**src/rtl/mse_pkg.sv**
```systemverilog
// mse_pkg: shared types and width constants for the MSE metric block.
//   mse_state_e : FSM state encoding (IDLE, ACC, DRAIN, DONE)
//   DW_DEF, LOG2_WIN_DEF : default sample width and window exponent
//   DIFF_W, SQ_W, ACC_W  : widths at the default parameters
//   diff_w/sq_w/acc_w    : the same widths for arbitrary parameters
package mse_pkg;

  typedef enum logic [1:0] {
    IDLE  = 2'd0,
    ACC   = 2'd1,
    DRAIN = 2'd2,
    DONE  = 2'd3
  } mse_state_e;

  localparam int DW_DEF       = 16;
  localparam int LOG2_WIN_DEF = 10;

  localparam int DIFF_W = DW_DEF + 1;
  localparam int SQ_W   = 2 * DW_DEF;
  localparam int ACC_W  = SQ_W + LOG2_WIN_DEF;

  function automatic int diff_w(input int dw);
    return dw + 1;
  endfunction

  function automatic int sq_w(input int dw);
    return 2 * dw;
  endfunction

  function automatic int acc_w(input int dw, input int log2_win);
    return 2 * dw + log2_win;
  endfunction

endpackage

```
**src/rtl/mse_sq_stage.sv**
```systemverilog
// mse_sq_stage: two-stage subtract/square pipeline.
//   stage 1 registers diff = y_ref - y_apx (DW+1 bits, signed)
//   stage 2 registers diff*diff (2*DW bits, unsigned, exact)
// Ports:
//   clk, rst          clock, synchronous active-high reset
//   in_valid_i        a pair is accepted this cycle
//   y_ref_i, y_apx_i  signed samples
//   busy_o            any stage holds valid data
//   sq_valid_o, sq_o  squared error out of stage 2
//   absd_o            |diff| aligned with sq_o (only with MSE_MAXERR_EN)
module mse_sq_stage
  import mse_pkg::*;
#(
  parameter int DW = DW_DEF
) (
  input  logic                 clk,
  input  logic                 rst,
  input  logic                 in_valid_i,
  input  logic signed [DW-1:0] y_ref_i,
  input  logic signed [DW-1:0] y_apx_i,
  output logic                 busy_o,
  output logic                 sq_valid_o,
  output logic [2*DW-1:0]      sq_o
`ifdef MSE_MAXERR_EN
  ,
  output logic [DW:0]          absd_o
`endif
);

  localparam int DIFF_WL = diff_w(DW);
  localparam int SQ_WL   = sq_w(DW);

  logic signed [DIFF_WL-1:0] diff_d, diff_q;
  logic                      s1_valid_q;
  logic [DW-1:0]             mag;
  logic [SQ_WL-1:0]          sq_d, sq_q;
  logic                      s2_valid_q;
`ifdef MSE_MAXERR_EN
  logic [DW:0]               absd_q;
`endif

  // Sign-extend both operands by one bit so the difference cannot overflow.
  assign diff_d = {y_ref_i[DW-1], y_ref_i} - {y_apx_i[DW-1], y_apx_i};

  // |diff| never exceeds 2^DW-1, so the magnitude fits DW bits and the
  // square of it fits exactly in 2*DW bits.
  assign mag  = diff_q[DIFF_WL-1] ? DW'(-diff_q) : DW'(diff_q);
  assign sq_d = SQ_WL'(mag) * SQ_WL'(mag);

  always_ff @(posedge clk) begin
    if (rst) begin
      diff_q     <= '0;
      s1_valid_q <= 1'b0;
      sq_q       <= '0;
      s2_valid_q <= 1'b0;
`ifdef MSE_MAXERR_EN
      absd_q     <= '0;
`endif
    end else begin
      s1_valid_q <= in_valid_i;
      if (in_valid_i) diff_q <= diff_d;
      s2_valid_q <= s1_valid_q;
      if (s1_valid_q) begin
        sq_q   <= sq_d;
`ifdef MSE_MAXERR_EN
        absd_q <= {1'b0, mag};
`endif
      end
    end
  end

  assign busy_o     = s1_valid_q | s2_valid_q;
  assign sq_valid_o = s2_valid_q;
  assign sq_o       = sq_q;
`ifdef MSE_MAXERR_EN
  assign absd_o     = absd_q;
`endif

endmodule

```
**src/rtl/mse_metric.sv**
```systemverilog
// mse_metric: mean squared error between an exact and an approximate filter
// output over a window of 2^LOG2_WIN accepted samples.
// Optional feature macro: MSE_MAXERR_EN adds the max_err output (largest
// |y_ref-y_apx| seen in the window), latched together with mse.
// Ports:
//   clk, rst          clock, synchronous active-high reset
//   start             pulse that opens a window (honoured only in IDLE)
//   in_valid/in_ready handshake for the y_ref/y_apx pair
//   y_ref, y_apx      signed samples
//   mse, mse_valid    result of the last window and its update pulse
//   busy              block is not IDLE
//   max_err           (MSE_MAXERR_EN only) peak |diff| of the last window
//
// state | meaning
// IDLE  | waiting for start, mse holds the last result
// ACC   | accepting pairs until the window count is reached
// DRAIN | waiting for the subtract/square/accumulate pipeline to empty
// DONE  | load mse, pulse mse_valid, go back to IDLE
module mse_metric
  import mse_pkg::*;
#(
  parameter int LOG2_WIN = LOG2_WIN_DEF,
  parameter int DW       = DW_DEF
) (
  input  logic                 clk,
  input  logic                 rst,
  input  logic                 start,
  input  logic                 in_valid,
  output logic                 in_ready,
  input  logic signed [DW-1:0] y_ref,
  input  logic signed [DW-1:0] y_apx,
  output logic [2*DW-1:0]      mse,
  output logic                 mse_valid,
  output logic                 busy
`ifdef MSE_MAXERR_EN
  ,
  output logic [DW:0]          max_err
`endif
);

  localparam int SQ_WL  = sq_w(DW);
  localparam int ACC_WL = acc_w(DW, LOG2_WIN);

  mse_state_e          state_q;
  logic [LOG2_WIN-1:0] cnt_q;
  logic [ACC_WL-1:0]   acc_q;
  logic [SQ_WL-1:0]    mse_q;
  logic                mse_valid_q;
  logic                accept;
  logic                pipe_busy;
  logic                sq_valid;
  logic [SQ_WL-1:0]    sq;
`ifdef MSE_MAXERR_EN
  logic [DW:0]         absd;
  logic [DW:0]         run_max_q;
  logic [DW:0]         max_err_q;
`endif

  assign in_ready = (state_q == ACC);
  assign busy     = (state_q != IDLE);
  assign accept   = in_valid & in_ready;

  mse_sq_stage #(.DW(DW)) u_sq (
    .clk        (clk),
    .rst        (rst),
    .in_valid_i (accept),
    .y_ref_i    (y_ref),
    .y_apx_i    (y_apx),
    .busy_o     (pipe_busy),
    .sq_valid_o (sq_valid),
    .sq_o       (sq)
`ifdef MSE_MAXERR_EN
    ,
    .absd_o     (absd)
`endif
  );

  // The counter is loaded with WIN-1 and counts accepted pairs down; the pair
  // accepted at terminal count zero is the last of the window.
  always_ff @(posedge clk) begin
    if (rst) begin
      state_q     <= IDLE;
      cnt_q       <= '0;
      acc_q       <= '0;
      mse_q       <= '0;
      mse_valid_q <= 1'b0;
`ifdef MSE_MAXERR_EN
      run_max_q   <= '0;
      max_err_q   <= '0;
`endif
    end else begin
      mse_valid_q <= 1'b0;
      if (sq_valid) begin
        acc_q <= acc_q + ACC_WL'(sq);
`ifdef MSE_MAXERR_EN
        if (absd > run_max_q) run_max_q <= absd;
`endif
      end
      case (state_q)
        IDLE: begin
          if (start) begin
            state_q   <= ACC;
            cnt_q     <= '1;
            acc_q     <= '0;
`ifdef MSE_MAXERR_EN
            run_max_q <= '0;
            max_err_q <= '0;
`endif
          end
        end
        ACC: begin
          if (accept) begin
            cnt_q <= cnt_q - 1'b1;
            if (cnt_q == '0) state_q <= DRAIN;
          end
        end
        DRAIN: begin
          if (!pipe_busy) state_q <= DONE;
        end
        DONE: begin
          // The window sum is below 2^LOG2_WIN * 2^SQ_W, so the quotient fits.
          mse_q       <= SQ_WL'(acc_q >> LOG2_WIN);
          mse_valid_q <= 1'b1;
`ifdef MSE_MAXERR_EN
          max_err_q   <= run_max_q;
`endif
          state_q     <= IDLE;
        end
        default: state_q <= IDLE;
      endcase
    end
  end

  assign mse       = mse_q;
  assign mse_valid = mse_valid_q;
`ifdef MSE_MAXERR_EN
  assign max_err   = max_err_q;
`endif

endmodule

```
**config.mk**
```make
export PLATFORM = sky130hd
export DESIGN_NAME = mse_metric
export DESIGN_NICKNAME = d
export VERILOG_FILES = /design/src/rtl/mse_pkg.sv /design/src/rtl/mse_sq_stage.sv /design/src/rtl/mse_metric.sv
export SDC_FILE = /design/constraint.sdc
export NUM_CORES = 1
export LEC_CHECK = 0
export ABC_AREA = 1
export CORE_MARGIN = 4
export CORE_UTILIZATION = 55
export CTS_CLUSTER_SIZE = 8
export DETAILED_ROUTE_END_ITERATION = 8
export GPL_ROUTABILITY_DRIVEN = 0
export PLACE_DENSITY = 0.73
export SLEW_MARGIN = 10
export SYNTH_ARGS = -nofsm -noshare
export SYNTH_HDL_FRONTEND = slang
export SYNTH_SLANG_ARGS = --single-unit
```
**constraint.sdc**
```tcl
create_clock -name clk -period 9.45 [get_ports clk]
set_clock_uncertainty 0.2 [all_clocks]
set_input_delay 1.4175 -clock clk [delete_from_list [all_inputs] [get_ports clk]]
set_output_delay 1.4175 -clock clk [all_outputs]
set_load 0.01 [all_outputs]
```
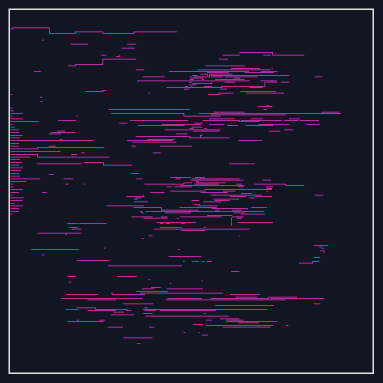
Run 1: signal wires on met3
Drawn at 2 px/µm.
nets with wire on the layer: 242
longest straight run: 62.1 µm
Post-Route WL: 43770 µm
GRT met3 Usage: 5.718%
Vias: 15360

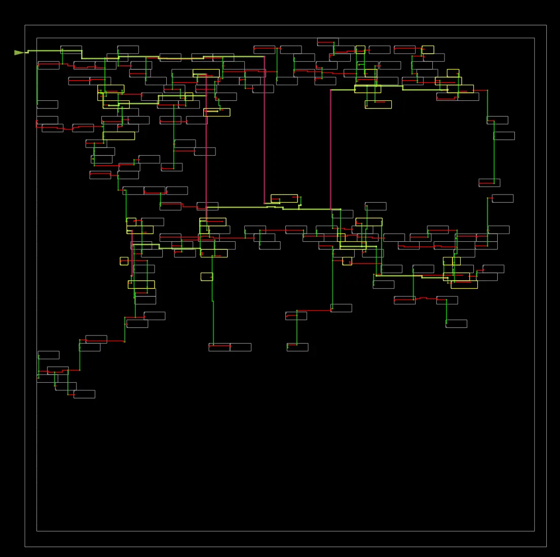
Run 1: clock routing
flop count: 137
Clock group: 660 µW

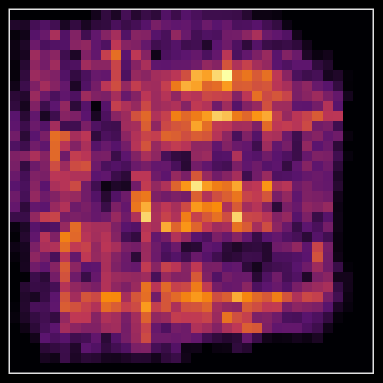
Run 1: routed metal per tile
Drawn at 2 px/µm. 36 x 36 tiles, from black (low) to pale yellow (high), scaled to the fullest tile. Values are wire area over tile area, all layers added.
fullest tile: 0.77
nearly empty tiles: 16%
tiles over half the peak: 16%
mean over tiles: 0.22
emptiest ninth of the die: lower right

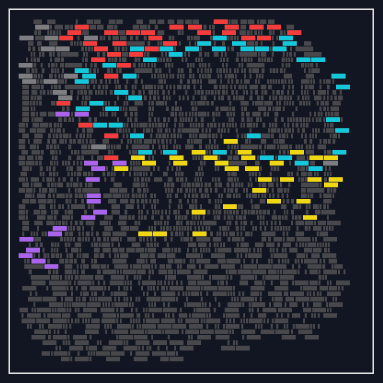
Run 1: sequential cells grouped by signal name
Drawn at 2 px/µm.
legend:
  purple:
    netlist_name: u_sq.diff_q
    flops: 17
    where: middle left
  red:
    netlist_name: mse
    flops: 32
  yellow:
    netlist_name: u_sq.sq_o
    flops: 31
  cyan:
    netlist_name: acc_q
    flops: 42
not colored: 15
Register Area: 2745 µm²
Seq area share: 15.14%

==> changes_impl.md, run 1 <==
## Implementation

- Status: finished, final reports clean
- Simple-gate share of the synthesized area: 25.64%
- Die Size: 32870 µm²
- Total global-route track usage: 27.32%
- Resized cells post-CTS: 0
- Hold Slack: between 0.2 and 0.3 ns
- Clock-pin transition on the worst setup and hold timing paths: 0.07 ns
- Worst path depth: 32
- Total power density per cell area: 197.3 nW/µm²
- Clock group share of total power: a little under a fifth
- CORE AREA: 29640 µm²
- Asr flop ratio synth: 0%
- Area Growth Syn to Fin: 9.765%
- Avg Vias per Cell: approximately 5.4
- Clk_lat worst skew: 0.44 ns
- Leakage power: 0.009616 µW
- Clock Sinks: roughly 140
- R2R Setup Slk: 1.59 ns
- Synth Net Count: 2757
- Delay-heaviest family, CP: adder cells
- Net switching power: 1762 µW
- Mux frac, synth: 0%
- Worst Path Buf+Inv: 11
- CTS tree: built
- Critical Path End: u_sq.sq_o[21]$_SDFFE_PP0P_
- Syn Area/Cell: 6.876 µm²
- Setup TNS: 0 ns
- Slowest cell on the critical path: inv_1
- CP endpoint kind: flip-flop
- Setup violators final: 0
- Max-cap viol count: 0
- Cts hold-fix bufs: 0
- Main synth FF type: dfxtp_1
- H-tree lvl count: 4
- Remaining Overflow, GRT: 0
- Drt pass-1 iters: 5
- Slew Limit Fails: 0
- Clock Root Buffer: clkbuf_16
- Number of port buffers: 70
- CP max stage delay: 0.61 ns
- Reg2reg end: u_sq.sq_o[21]$_SDFFE_PP0P_
- Layout cells sized above 1: between 4 and 5%
- Adders+Majority by Area: between 30% and 40%
- Detailed-route DRC error count: 0
- Crit Path Category: flip-flop to flip-flop
- Sequential Power Share: 21.0%
- Peak VDD IR: 162.8 µV
- Most common cell in the synthesized netlist: inv_1
- Sw frac: 49.25%
[run 1: state kept, by name (all words and copies together) (netlist names)]
signal	count
u_sq.diff_q	17
mse_valid	1
cnt_q	10
u_sq.sq_valid_o	1
u_sq.s1_valid_q	1
acc_q	42
u_sq.sq_o	31
state_q	2
mse	32
[run 1: per-stage QoR]
step / cells / total power [µW] / utilization (%)
floorplan: 2402 / 2286 / -
global placement: 2820 / 2848 / 59.21
detailed placement: 2820 / 2907 / 59.21
CTS: 2852 / 3588 / 61.17
global route: 2852 / 3925 / 61.17
finish: 2852 / 3578 / 61.17
[run 1: kinds of logic after synthesis]
kind of cell	count (synthesis)
compound gates	317
flops	137
buf+inv	565
simple gates	1020
fa+ha+maj	319
xor+xnor	44
[run 1: worst min-delay path: cells and delay by family (launching register included)]
kind,cells,cell delay [ns]
flops,1,0.31
compound gates,1,0.06
simple gates,1,0.06
[run 1: area by class of cell]
type	instances	area, µm²
multi-input combinational	1700	11620
sequential	137	2745
fill	2815	11510
timing repair buffer	78	760.7
clock buffer	17	425.4
inverter	515	1933
tap	390	488.0
clock inverter	15	153.9
[run 1: per-layer routing]
layer	routed length, µm	global-route usage [%]
met1	19170	36.60
met2	19950	44.98
met3	3531	5.718
met4	1116	7.805
met5	0	0
[run 1: cells in the final DEF, fill, tap and decap left out, drive strengths merged]
master / n
or2: 8
nor4: 6
o31ai: 3
o21a: 2
o221ai: 1
and3: 1
clkinv: 3
dfxtp: 137
clkinvlp: 4
inv: 522
a31o: 5
xnor2: 9
nand4: 17
nand2: 473
and2: 1
o21ai: 143
clkdlybuf4s50: 70
xor2: 35
nor3b: 1
nand3: 112
a21o: 4
ha: 155
nand3b: 5
a21oi: 128
buf: 8
o21bai: 8
o211ai: 13
fa: 164
a21boi: 4
nor3: 25
nor2: 371
a31oi: 6
clkbuf: 17
bufinv: 1
[run 1: worst min path at each step]
stage | startpoint | endpoint
2_1_floorplan | u_sq.sq_o[12]$_SDFFE_PP0P_ | u_sq.sq_o[12]$_SDFFE_PP0P_
3_3_place_gp | acc_q[4]$_SDFF_PP0_ | acc_q[4]$_SDFF_PP0_
3_5_place_dp | cnt_q[2]$_SDFFE_PP0P_ | cnt_q[2]$_SDFFE_PP0P_
4_1_cts | cnt_q[2]$_SDFFE_PP0P_ | cnt_q[2]$_SDFFE_PP0P_
5_1_grt | acc_q[5]$_SDFF_PP0_ | acc_q[5]$_SDFF_PP0_
6_report | cnt_q[2]$_SDFFE_PP0P_ | cnt_q[2]$_SDFFE_PP0P_
[run 1: power by group through the flow]
stage,clock [µW],sequential (µW),combinational (µW)
2_1_floorplan,0,745,1540
3_3_place_gp,0,760,2090
3_5_place_dp,0,762,2150
4_1_cts,671,751,2170
5_1_grt,698,763,2460
6_report,660,753,2160
==> inputs of run 2 (changes only) <==
Settings changed: PLACE_DENSITY 0.73 to 0.76.
Clock period 9.45 ns to 7 ns, I/O delays scaled along.
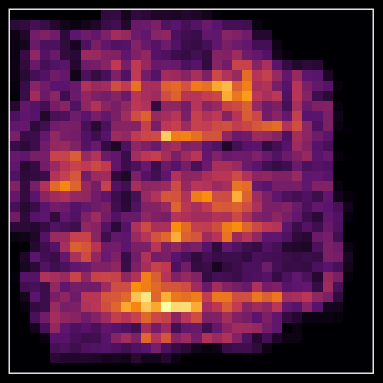
Run 2: routed metal per tile
Drawn at 2 px/µm. 36 x 36 tiles, from black (low) to pale yellow (high), scaled to the fullest tile. Values are wire area over tile area, all layers added.
tiles over half the peak: 13%
nearly empty tiles: 19%
mean over tiles: 0.22
fullest tile: 0.85
routed len/inst: 15.37 µm
Post-Route WL: 44200 µm
total global-route track usage: 27.07%
Vias: 15480

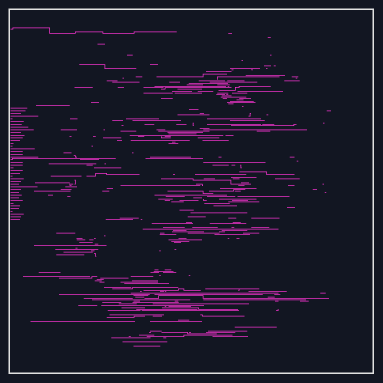
Run 2: signal wires on met3
Drawn at 2 px/µm.
main direction: horizontal
wire length on this layer: 3970 µm
share of all routed wire: 9.0%

==> changes_impl.md, run 2 <==
## Implementation

- Status: finished, final reports clean (unchanged)
- Clock group share of total power: 19.3% (was 18.5%)
- H-tree lvl count: 4 (unchanged)
- Max reg flops: 42 (unchanged)
- Slowest cell on the critical path: fa_1 (was inv_1)
- Total power density per cell area: 275.8 nW/µm² (was 197.3 nW/µm²)
- Syn Inst Count: 2402 (unchanged)
- Clk_lat worst skew: 0.44 ns (about the same)
- Sequential Power Share: 19.7% (was 21.0%)
- Syn Area/Cell: 6.876 µm² (unchanged)
- Area Growth Syn to Fin: 12.42% (was 9.765%)
- Largest register by flop count: acc_q (unchanged)
- Most instantiated logic cell after routing: inv_1 (unchanged)
- Cts hold-fix bufs: 0 (unchanged)
- Crit Path Category: flip-flop to flip-flop (unchanged)
- Setup violators final: 0 (unchanged)
- CORE AREA: 29640 µm² (unchanged)
- Met3 routed WL: 3967 µm (was 3531 µm)
- Most common cell in the synthesized netlist: inv_1 (unchanged)
- Met2 wire length: 20420 µm (was 19950 µm)
- Synth Net Count: 2757 (unchanged)
- Clock Root Buffer: clkbuf_16 (unchanged)
- Max-cap viol count: 0 (unchanged)
- Post-Layout Cell Count: 2876 (was 2852)
- Hold Slack: 0.2883 ns (was 0.2839 ns)
- Drt pass-1 iters: 6 (was 5)
- Die Size: 32870 µm² (unchanged)
- CP endpoint kind: flip-flop (unchanged)
- Avg Vias per Cell: 5.382 (was 5.387)
- Peak VDD IR: 209.2 µV (was 162.8 µV)
- Layout cells sized above 1: 7.120% (was 4.509%)
- Asr flop ratio synth: 0% (unchanged)
- Rel. slew slack: 29.39% (was 30.31%)
- Remaining Overflow, GRT: 0 (unchanged)
- Clock-pin transition on the worst setup and hold timing paths: 0.07 ns (about the same)
- Main synth FF type: dfxtp_1 (unchanged)
- Fill count: 2741 (was 2815)
- CP max stage delay: 0.56 ns (was 0.61 ns)
- Sw frac: 48.55% (was 49.25%)
- Leakage power: 0.009815 µW (was 0.009616 µW)
- CTS tree: built (unchanged)
- Net switching power: 2486 µW (was 1762 µW)
- Synth Cell Area: 16520 µm² (unchanged)
- Clock Sinks: 137 (unchanged)
- Slew Limit Fails: 0 (unchanged)
- Number of port buffers: 70 (unchanged)
- Hpwl dp: 35920 µm (was 35880 µm)
==> run 2: cell counts after synthesis <==
Identical to the previous run, type by type.
==> run 2: logic make-up (layout without fill, tap and decap cells) <==
family          after synthesis  after routing  share of synthesized area (%)
buf+inv                     565            649                          13.02
fa+ha+maj                   319            319                          31.62
compound gates              317            317                          10.44
flops                       137            137                          16.61
xor+xnor                     44             44                          2.674
simple gates               1020           1020                          25.64
==> run 2: final timing paths <==
kind	start	to	slack, ns
worst min register to register	acc_q[0]$_SDFF_PP0_	acc_q[0]$_SDFF_PP0_	0.29
worst max-delay path	u_sq.diff_q[1]$_SDFFE_PP0P_	u_sq.sq_o[25]$_SDFFE_PP0P_	0.26
worst min-delay path	acc_q[0]$_SDFF_PP0_	acc_q[0]$_SDFF_PP0_	0.29
worst max register to register	u_sq.diff_q[1]$_SDFFE_PP0P_	u_sq.sq_o[25]$_SDFFE_PP0P_	0.26
==> run 2: timing repair <==
item / 4_1_cts / 5_1_grt
setup endpoints to repair: 0 / 19
buffers inserted: 0 / 3
gates resized: 0 / 54
==> run 2: power groups by stage <==
stage | clock network [µW] | registers (µW) | logic, µW
2_1_floorplan | 0 | 1010 | 2080
3_3_place_gp | 0 | 1020 | 2900
3_5_place_dp | 0 | 1020 | 2970
4_1_cts | 997 | 1010 | 3000
5_1_grt | 1030 | 1020 | 3530
6_report | 988 | 1010 | 3130
==> run 2: final cells by class <==
type	count	area, µm²	share of cell area, %
multi-input cells	1700	11810	63.60
well taps	390	488.0	2.628
repair buffers	102	948.4	5.108
clock buffers	17	425.4	2.291
clock inverters	15	217.7	1.173
flip-flops and latches	137	2744	14.78
inverters	515	1936	10.43
==> run 2: metrics by stage <==
stage	TNS (ns)	total power [µW]	util (%)
after CTS	0	5001	61.91
after floorplan	0	3087	-
final	0	5121	62.64
after detailed placement	0	3991	59.74
after global routing	-0.03855	5576	62.64
after global placement	0	3921	59.74
==> run 2: metal layers <==
metal	track usage [%]	up-vias
li1	-	7544
met1	34.93	7239
met2	45.20	596
met3	6.483	99
met4	8.376	0
met5	0	-
==> run 2: worst max-delay path: cells and delay by family, from the launching register on <==
| family | cells | cell delay, ns |
|---|---|---|
| AND/OR/NAND/NOR | 15 | 1.87 |
| buffers and inverters | 7 | 0.42 |
| adder cells (fa/ha/maj) | 8 | 3.77 |
| flip-flops | 1 | 0.38 |
Run 2, clock routing:
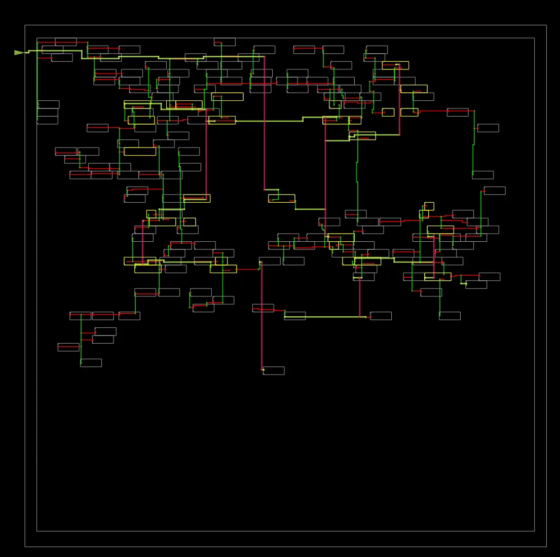

==> inputs of run 3 (changes only) <==
Settings changed: SKIP_LAST_GASP set to 1.
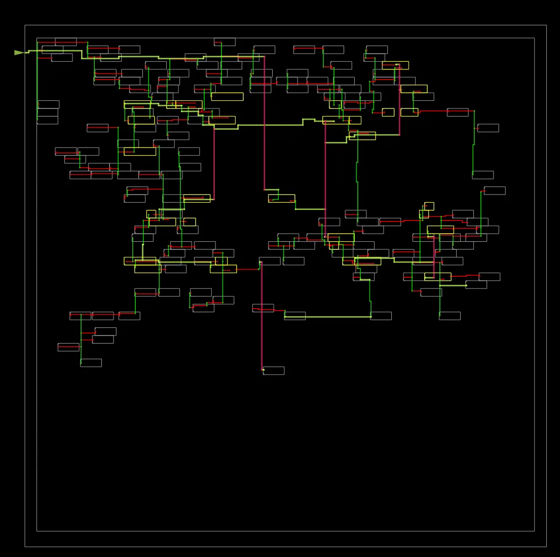
Run 3: clock routing
clk_lat worst skew: 0.44 ns
Clock Sinks: 137

==> changes_impl.md, run 3 <==
## Implementation

- Status: finished, final reports clean (unchanged)
- Avg Vias per Cell: 5.384 (was 5.382)
- Setup violators final: 0 (unchanged)
- Detailed-route DRC error count: 0 (unchanged)
- Routed len/inst: 15.39 µm (was 15.37 µm)
- Clock-pin transition on the worst setup and hold timing paths: 0.07 ns (about the same)
- CTS tree: built (unchanged)
- Max reg flops: 42 (unchanged)
- Peak VDD IR: 209.2 µV (about the same)
- Rel. slew slack: 29.24% (was 29.39%)
- Asr flop ratio synth: 0% (unchanged)
- Number of port buffers: 70 (unchanged)
- Total power density per cell area: 276.0 nW/µm² (was 275.8 nW/µm²)
- Synth Cell Area: 16520 µm² (unchanged)
- CP max stage delay: 0.56 ns (about the same)
- Most instantiated logic cell after routing: inv_1 (unchanged)
- Slowest cell on the critical path: fa_1 (unchanged)
- Clock Root Buffer: clkbuf_16 (unchanged)
- Layout cells sized above 1: 7.080% (was 7.120%)
- Leakage power: 0.009818 µW (was 0.009815 µW)
- Area Growth Syn to Fin: 12.40% (was 12.42%)
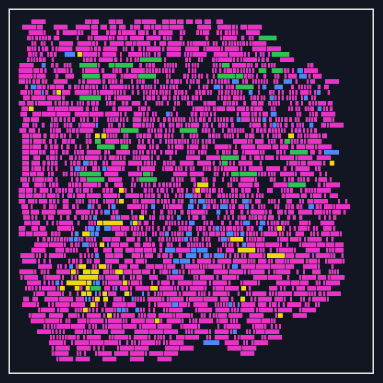
Run 3: cell sizes after repair
Drawn at 2 px/µm.
legend:
  magenta:
    size: drive 1 or less
    cells: 2310
    share: 93%
    most_used: inv_1
  green:
    size: drive 6 and up
    cells: 32
    share: 1.3%
    most_used: clkbuf_16
  blue:
    size: drive 2
    cells: 96
    share: 3.9%
    most_used: nor2_2
  yellow:
    size: drive 3 to 4
    cells: 48
    share: 1.9%
    most_used: buf_4
Final WS setup: 0.2455 ns
bufs w/o clock: 102

-- run 3: cell counts after synthesis --
Identical to the previous run, type by type.
-- run 3: where the power goes --
part           internal (µW)  total [µW]  switching, µW
registers                906        1010            102
clock network            583         988            406
logic                   1140        3130           1980
total                   2630        5120           2490
-- run 3: worst max-delay path, delay by kind of cell (launching register included) --
kind / cells / cell delay, ns
buffers and inverters: 7 / 0.42
adders and majority gates: 8 / 3.77
DFF: 1 / 0.38
and+or+nand+nor: 15 / 1.88
-- run 3: cell families after synthesis --
group,share of synthesized area [%]
DFF,16.61
AOI/OAI and AO/OA,10.44
and+or+nand+nor,25.64
adders and majority gates,31.62
buffers and inverters,13.02
xor gates and xnor gates,2.674
-- run 3: worst paths after layout --
path	from	endpoint	depth (start not counted)
worst min register to register	acc_q[0]$_SDFF_PP0_	acc_q[0]$_SDFF_PP0_	2
worst min-delay path	acc_q[0]$_SDFF_PP0_	acc_q[0]$_SDFF_PP0_	2
worst max-delay path	u_sq.diff_q[1]$_SDFFE_PP0P_	u_sq.sq_o[25]$_SDFFE_PP0P_	30
worst max register to register	u_sq.diff_q[1]$_SDFFE_PP0P_	u_sq.sq_o[25]$_SDFFE_PP0P_	30
-- run 3: layer usage --
layer	global-route usage [%]	routed length, µm	vias to the layer above
li1	-	-	7547
met1	34.93	18740	7285
met2	45.20	20550	557
met3	6.483	3786	94
met4	8.376	1185	0
met5	0	0	-
-- run 3: cell type report --
class | instances | area [µm²]
clock buffers | 17 | 425.4
clock inverters | 15 | 217.7
fillers | 2742 | 11070
inverters | 515 | 1936
multi-input cells | 1700 | 11810
flip-flops and latches | 137 | 2744
well taps | 390 | 488.0
repair buffers | 102 | 948.4
-- run 3: what timing repair did --
item / 4_1_cts / 5_1_grt
setup buffers: 0 / 3
gates resized: 0 / 53
setup endpoints to repair: 0 / 19
-- run 3: metrics by stage --
stage	util, %	hold WS [ns]	instances	area [µm²]	TNS (ns)
6_report	62.64	0.2883	2876	18560	0
5_1_grt	62.64	0.3221	2876	18560	-0.05716
3_3_place_gp	59.74	0.2680	2841	17710	0
4_1_cts	61.91	0.2922	2873	18350	0
2_1_floorplan	-	0.2531	2402	16520	0
3_5_place_dp	59.74	0.2792	2841	17710	0
Power and IR drop assume default switching activity.
